[config.mk]
export PLATFORM = sky130hd
export DESIGN_NAME = lsu_mc_flat
export DESIGN_NICKNAME = d
export VERILOG_FILES = /design/src/rtl/lsu_mc_if.sv /design/src/rtl/lsu_mc.sv /design/src/flat_wrapper.sv
export SDC_FILE = /design/constraint.sdc
export NUM_CORES = 1
export LEC_CHECK = 0
export CORE_ASPECT_RATIO = 2
export CORE_MARGIN = 5
export CORE_UTILIZATION = 35
export DETAILED_ROUTE_END_ITERATION = 8
export DONT_BUFFER_PORTS = 1
export PLACE_DENSITY_LB_ADDON = 0.05
export SYNTH_ARGS = -nofsm -noshare
export SYNTH_HDL_FRONTEND = slang
export SYNTH_SLANG_ARGS = --single-unit
[constraint.sdc]
create_clock -name clk -period 4.4 [get_ports clk]
set_clock_uncertainty 0.05 [all_clocks]
set_input_delay 0.44 -clock clk [delete_from_list [all_inputs] [get_ports clk]]
set_output_delay 0.44 -clock clk [all_outputs]
set_load 0.01 [all_outputs]
[src/rtl/lsu_mc_if.sv]
// Controller and memory-side signal bundle for the load/store unit.
// master = environment (controller + memory), slave = lsu_mc.
interface lsu_mc_if #(
    parameter int N = 32
);
    logic           req;
    logic           we;
    logic [1:0]     size;
    logic           uns;
    logic [N-1:0]   addr;
    logic [N-1:0]   wdata;
    logic           busy;
    logic           done;
    logic           err;
    logic [N-1:0]   rdata;

    logic           mem_req;
    logic           mem_we;
    logic [N-1:0]   mem_adr;
    logic [N/8-1:0] mem_be;
    logic [N-1:0]   mem_wdata;
    logic           mem_ack;
    logic [N-1:0]   mem_rdata;

    modport master (
        output req, we, size, uns, addr, wdata, mem_ack, mem_rdata,
        input  busy, done, err, rdata, mem_req, mem_we, mem_adr, mem_be, mem_wdata
    );

    modport slave (
        input  req, we, size, uns, addr, wdata, mem_ack, mem_rdata,
        output busy, done, err, rdata, mem_req, mem_we, mem_adr, mem_be, mem_wdata
    );
endinterface

[src/rtl/lsu_mc.sv]
// Single-access big-endian load/store unit: alignment check, lane steering,
// load extension and a bounded wait for the memory acknowledge.
//
//   state  | meaning
//   -------+-------------------------------------------------------------
//   IDLE   | waiting for req; captures and checks the request
//   ACCESS | mem_req held high, counting cycles until mem_ack or timeout
//   DONE   | one-cycle done pulse, then back to IDLE
//   ERR    | one-cycle err pulse (misaligned or timed out), then IDLE
module lsu_mc #(
    parameter int N       = 32,
    parameter int TIMEOUT = 16
) (
    input logic   clk,
    input logic   reset,
    lsu_mc_if.slave bus
);

    localparam int NB = N / 8;
    localparam int AW = $clog2(NB);
    localparam int CW = $clog2(TIMEOUT + 1);

    typedef enum logic [1:0] {
        IDLE,
        ACCESS,
        DONE,
        ERR
    } state_t;

    state_t          state;
    logic [CW-1:0]   cnt;
    logic            we_q;
    logic            uns_q;
    logic [1:0]      size_q;
    logic [AW-1:0]   off_q;

    function automatic logic is_aligned(input logic [1:0] sz, input logic [2:0] a);
        logic ok;
        case (sz)
            2'd0:    ok = 1'b1;
            2'd1:    ok = ~a[0];
            2'd2:    ok = (a[1:0] == 2'b00);
            default: ok = (N == 64) && (a == 3'b000);
        endcase
        return ok;
    endfunction

    // Number of bytes in the access, clamped so illegal sizes cannot overrun the word.
    function automatic int access_bytes(input logic [1:0] sz);
        int b;
        b = 1 << sz;
        if (b > NB) b = NB;
        return b;
    endfunction

    // Lowest lane touched: offset k occupies lane NB-1-k, so the access spans
    // lanes [NB-1-k : NB-k-bytes].
    function automatic int low_lane(input logic [1:0] sz, input logic [AW-1:0] off);
        int lo;
        lo = NB - int'(off) - access_bytes(sz);
        if (lo < 0) lo = 0;
        return lo;
    endfunction

    function automatic logic [NB-1:0] lane_mask(input logic [1:0] sz, input logic [AW-1:0] off);
        logic [NB-1:0] m;
        m = ~({NB{1'b1}} << access_bytes(sz));
        m = m << low_lane(sz, off);
        return m;
    endfunction

    function automatic logic [N-1:0] replicate(input logic [1:0] sz, input logic [N-1:0] w);
        logic [N-1:0] r;
        case (sz)
            2'd0:    r = {NB{w[7:0]}};
            2'd1:    r = {(NB / 2){w[15:0]}};
            2'd2:    r = {(N / 32){w[31:0]}};
            default: r = w;
        endcase
        return r;
    endfunction

    function automatic logic [N-1:0] extract(input logic [1:0] sz, input logic u,
                                             input logic [AW-1:0] off, input logic [N-1:0] w);
        logic [N-1:0] sh;
        logic [N-1:0] keep;
        logic [N-1:0] top;
        logic         sgn;
        int           nbits;
        nbits = 8 * access_bytes(sz);
        sh    = w >> (8 * low_lane(sz, off));
        keep  = ~({N{1'b1}} << nbits);
        top   = sh >> (nbits - 1);
        sgn   = ~u & top[0];
        return (sh & keep) | ({N{sgn}} & ~keep);
    endfunction

    always_ff @(posedge clk) begin
        if (!reset) begin
            state         <= IDLE;
            cnt           <= '0;
            we_q          <= 1'b0;
            uns_q         <= 1'b0;
            size_q        <= '0;
            off_q         <= '0;
            bus.busy      <= 1'b0;
            bus.done      <= 1'b0;
            bus.err       <= 1'b0;
            bus.rdata     <= '0;
            bus.mem_req   <= 1'b0;
            bus.mem_we    <= 1'b0;
            bus.mem_adr   <= '0;
            bus.mem_be    <= '0;
            bus.mem_wdata <= '0;
        end else begin
            bus.done <= 1'b0;
            bus.err  <= 1'b0;
            case (state)
                IDLE: begin
                    if (bus.req) begin
                        we_q     <= bus.we;
                        uns_q    <= bus.uns;
                        size_q   <= bus.size;
                        off_q    <= bus.addr[AW-1:0];
                        cnt      <= '0;
                        bus.busy <= 1'b1;
                        if (is_aligned(bus.size, bus.addr[2:0])) begin
                            state         <= ACCESS;
                            bus.mem_req   <= 1'b1;
                            bus.mem_we    <= bus.we;
                            bus.mem_adr   <= {bus.addr[N-1:AW], {AW{1'b0}}};
                            bus.mem_be    <= lane_mask(bus.size, bus.addr[AW-1:0]);
                            bus.mem_wdata <= replicate(bus.size, bus.wdata);
                        end else begin
                            state   <= ERR;
                            bus.err <= 1'b1;
                        end
                    end
                end
                ACCESS: begin
                    // An ack in the last permitted cycle still completes normally.
                    if (bus.mem_ack) begin
                        state       <= DONE;
                        bus.done    <= 1'b1;
                        bus.mem_req <= 1'b0;
                        bus.mem_we  <= 1'b0;
                        bus.mem_be  <= '0;
                        if (!we_q) bus.rdata <= extract(size_q, uns_q, off_q, bus.mem_rdata);
                    end else if (cnt == CW'(TIMEOUT - 1)) begin
                        state       <= ERR;
                        bus.err     <= 1'b1;
                        bus.mem_req <= 1'b0;
                        bus.mem_we  <= 1'b0;
                        bus.mem_be  <= '0;
                    end else begin
                        cnt <= cnt + 1'b1;
                    end
                end
                DONE, ERR: begin
                    state    <= IDLE;
                    bus.busy <= 1'b0;
                end
                default: state <= IDLE;
            endcase
        end
    end

endmodule

[src/flat_wrapper.sv]
// flat-port wrapper written by rule: the top's interface ports become plain ports
module lsu_mc_flat 
#(
    parameter int N       = 32,
    parameter int TIMEOUT = 16
)
  (clk, reset, bus_req, bus_we, bus_size, bus_uns, bus_addr, bus_wdata, bus_mem_ack, bus_mem_rdata, bus_busy, bus_done, bus_err, bus_rdata, bus_mem_req, bus_mem_we, bus_mem_adr, bus_mem_be, bus_mem_wdata);
  lsu_mc_if #(.N(N)) bus_i ();
  input logic clk;
  input logic reset;
  input wire logic [$bits(bus_i.req)-1:0] bus_req;
  input wire logic [$bits(bus_i.we)-1:0] bus_we;
  input wire logic [$bits(bus_i.size)-1:0] bus_size;
  input wire logic [$bits(bus_i.uns)-1:0] bus_uns;
  input wire logic [$bits(bus_i.addr)-1:0] bus_addr;
  input wire logic [$bits(bus_i.wdata)-1:0] bus_wdata;
  input wire logic [$bits(bus_i.mem_ack)-1:0] bus_mem_ack;
  input wire logic [$bits(bus_i.mem_rdata)-1:0] bus_mem_rdata;
  output wire logic [$bits(bus_i.busy)-1:0] bus_busy;
  output wire logic [$bits(bus_i.done)-1:0] bus_done;
  output wire logic [$bits(bus_i.err)-1:0] bus_err;
  output wire logic [$bits(bus_i.rdata)-1:0] bus_rdata;
  output wire logic [$bits(bus_i.mem_req)-1:0] bus_mem_req;
  output wire logic [$bits(bus_i.mem_we)-1:0] bus_mem_we;
  output wire logic [$bits(bus_i.mem_adr)-1:0] bus_mem_adr;
  output wire logic [$bits(bus_i.mem_be)-1:0] bus_mem_be;
  output wire logic [$bits(bus_i.mem_wdata)-1:0] bus_mem_wdata;
  assign bus_i.req = bus_req;
  assign bus_i.we = bus_we;
  assign bus_i.size = bus_size;
  assign bus_i.uns = bus_uns;
  assign bus_i.addr = bus_addr;
  assign bus_i.wdata = bus_wdata;
  assign bus_i.mem_ack = bus_mem_ack;
  assign bus_i.mem_rdata = bus_mem_rdata;
  assign bus_busy = bus_i.busy;
  assign bus_done = bus_i.done;
  assign bus_err = bus_i.err;
  assign bus_rdata = bus_i.rdata;
  assign bus_mem_req = bus_i.mem_req;
  assign bus_mem_we = bus_i.mem_we;
  assign bus_mem_adr = bus_i.mem_adr;
  assign bus_mem_be = bus_i.mem_be;
  assign bus_mem_wdata = bus_i.mem_wdata;
  lsu_mc #(.N(N), .TIMEOUT(TIMEOUT)) u_core (.clk(clk), .reset(reset), .bus(bus_i));
endmodule
==> images/floorplan.png <==
Scale bar: 20 µm. Pins as bars on the die edge.
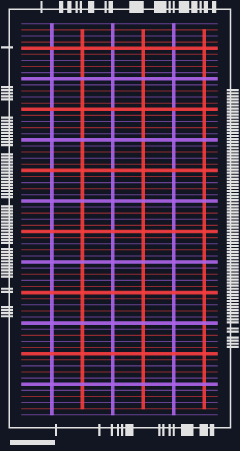
legend:
  red:
    net: VDD
  purple:
    net: VSS
met4 straps: 6
rows: 64
Die Ht: 186 µm
maximum VDD drop: 0.249 mV

==> images/class_map.png <==
Fill, decap, tap and diode cells in gray.
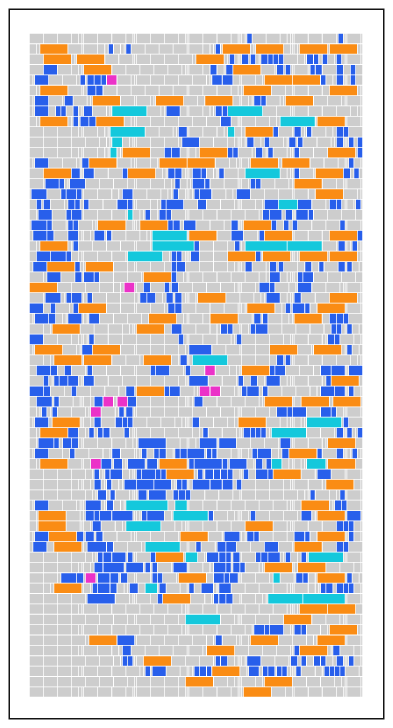
legend:
  blue:
    class: remaining logic cells
    cells: 504
    share_of_their_area: 49%
  cyan:
    class: clock drivers and dummy loads
    cells: 32
    share_of_their_area: 11%
  magenta:
    class: remaining buffers and delay cells
    cells: 10
    share_of_their_area: 1.3%
  orange:
    class: registers
    cells: 116
    share_of_their_area: 39%
core area: 0.0152 mm²
num rows: 64
Seq area share: 0.374
Core Util, Final: 0.408

==> images/clock_wires.png <==
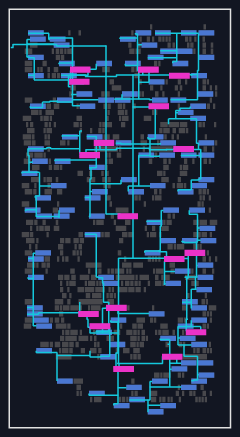
legend:
  magenta:
    item: clock-net drivers
    count: 17
  blue:
    item: flip-flops
    count: 116
  cyan:
    item: clock wires
    length: 1800 µm
routed clock nets: 18
clock share of power: 0.488
clock group power: 1490 µW
worst-skew pair later-pin latency: 0.41 ns

==> flow_summary.json <==
{
  "whs_ns": 0.108,
  "comb-cell-share": 0.458,
  "crit_family": "AND-OR/OR-AND gates",
  "async_flop_share": 0,
  "cts_buffers": 17,
  "worstPathRequired_ns": 4.60,
  "worstPathCellList": "inv_1 -> ha_1 -> ha_1 -> a21oi_1 -> nand2_1 -> ha_1 -> nor2b_1 -> buf_4 -> a22oi_1 -> o32ai_1 -> o211a_1 -> a21oi_1 -> a31oi_1",
  "rsz0062_at_grt": "false",
  "cts_tree": "built",
  "reg2reg_from": "u_core.off_q[0]$_SDFFE_PN0P_",
  "synth_seq_share": 0.430,
  "grt_max_degree": 87,
  "ys.flops": 116,
  "clkCellAreaFrac": 0.102,
  "io_buffers": 0,
  "largestPowerGroup": "clock",
  "yosysChipArea_mm2": 0.00540,
  "p_seq_uw": 1170,
  "num_tap_cells": 198,
  "ys_warn_count": 0,
  "wirelength_mm": 17.6,
  "worstPathBufferInverterCount": 2,
  "hpwl_mm": 13.4,
  "nFillCells": 1581,
  "warning_count": 26,
  "critical_path.max_stage_delay_ns": 0.70,
  "power.switching_uw": 814,
  "grt_use_met2": 0.359,
  "placed_cells": 828,
  "worstHoldStart": "bus_addr[31]",
  "arrival_ns": 3.69,
  "top_cell": "nand2_1",
  "synth_cell_type_count": 46,
  "post_dp_cell_area_mm2": 0.00558,
  "whs_path_depth": 2,
  "top_cells_by_area": "dfxtp_1 43%, nand2_1 10%, a21oi_1 6.2%",
  "clock_buffers": 20,
  "area_delta_synth_final_pct": 15.0,
  "cts_resized": 0,
  "reg.largest.list": "u_core.bus.mem_wdata (32), u_core.bus.rdata (32), u_core.bus.mem_adr (30)",
  "drtPass1Iterations": 4,
  "cts_buffer_depth": 2,
  "drv_cap": 0,
  "worst_hold_path.endpoint": "u_core.bus.mem_adr[31]$_SDFFE_PN0P_",
  "antenna_found_initial": 0,
  "fin_nets": 769,
  "n_antenna_cell": 0,
  "finalCritPeriodShare": 0.795,
  "path_clk_slew_ns": 0.06,
  "ys_sh_simple": 0.182,
  "maxSlewHeadroom": 0.295,
  "intPower_uw": 2230,
  "topCombFamilyByArea": "AND-OR/OR-AND gates",
  "drt-initial-drc-count": 101,
  "wl_met2_mm": 9.39,
  "die_area_mm2": 0.0182,
  "cp_common_cell": "ha_1",
  "status": "complete, no violations",
  "use_met1": 0.179,
  "largest_class": "multi-input combinational cells",
  "worst_pin_slew_ns": 1.05,
  "inv_count": 23,
  "finalNonFillerCells": 860,
  "die_x_um": 97.8,
  "wire_per_inst_um": 20.4,
  "route.met3.wl_mm": 1.71,
  "avgViaCountPerCell": 5.43,
  "crit_start": "u_core.off_q[0]$_SDFFE_PN0P_",
  "gp_congestion": 0.871,
  "cts_hold_buf": 0,
  "syn_area_mm2": 0.00540,
  "slew_viol_final": 0,
  "combGateArea_mm2": 0.00284,
  "synthMuxAreaShare": 0.0670,
  "setup_viol": 0,
  "cts.htree.levels": 4,
  "io_pins": 209,
  "remaining_drc_errors": 0,
  "powerComb_uw": 387,
  "synth.top_cell.area_share": 0.430,
  "cp-endpoint": "u_core.bus.rdata[10]$_SDFFE_PN0P_",
  "adder_share": 0.0399,
  "leakagePower_uw": 0.00238,
  "pwr-share-comb": 0.127,
  "final_cell_mix": "149 x nand2_1, 116 x dfxtp_1, 67 x a21oi_1",
  "tns_ns": 0,
  "worstPathMaxFanout": 9,
  "fin_total_pwr_uw": 3050,
  "common_cells": "149 x nand2_1, 116 x dfxtp_1, 67 x a21oi_1",
  "cp-end-kind": "flop",
  "critPathKind": "flop to flop",
  "switching_share": 0.267,
  "grt.busiest_layer": "met2",
  "aoi_share": 0.222,
  "initial_core_util": 0.355,
  "p_per_area_mw_per_mm2": 491,
  "cts_sinks": 116,
  "path_depth": 13,
  "grt.total_usage": 0.193,
  "drt-met1-wl_mm": 5.97,
  "syn-instance-count": 658,
  "flop_cell": "dfxtp_1",
  "preCtsSetupSlack_ns": 0.913,
  "cp-start-kind": "flop",
  "reg2reg_setup_slack_ns": 0.90,
  "grt-ovfl-total": 0,
  "r2r_cells": 13,
  "yosysCellCount": 658,
  "regArea_mm2": 0.00232,
  "fmax_mhz": 286,
  "period_minus_slack_ns": 3.50,
  "edf_count": 0,
  "grt_pass1_vias": 4891,
  "drive_gt1_frac": 0.0876,
  "r2r_end": "u_core.bus.rdata[10]$_SDFFE_PN0P_",
  "finalWorstSetupSlack_ns": 0.903,
  "synth.avg_cell_area_um2": 8.21,
  "detail-route-antenna-nets": 0,
  "top_layer": "met4",
  "vias": 4672,
  "flops": 116,
  "yosysTopAreaCell": "dfxtp_1",
  "yosys.area_share.xor_xnor": 0.00811,
  "cp_slowest_cell": "a21oi_1",
  "hold_class": "input port to flop",
  "signal_buffers": 10,
  "power_frac_seq": 0.385,
  "grt_pass1_wl_mm": 27.1,
  "finalInstanceArea_mm2": 0.00621,
  "logic_gates": 481,
  "cts_setup_buffers": 0,
  "timing.final.hold_violations": 0,
  "buffer_area_frac": 0.0121,
  "layout_top_cell": "nand2_1",
  "cts_root_buf": "clkbuf_16",
  "grtUsageMet3": 0.0855
}
Power and IR drop assume default switching activity.
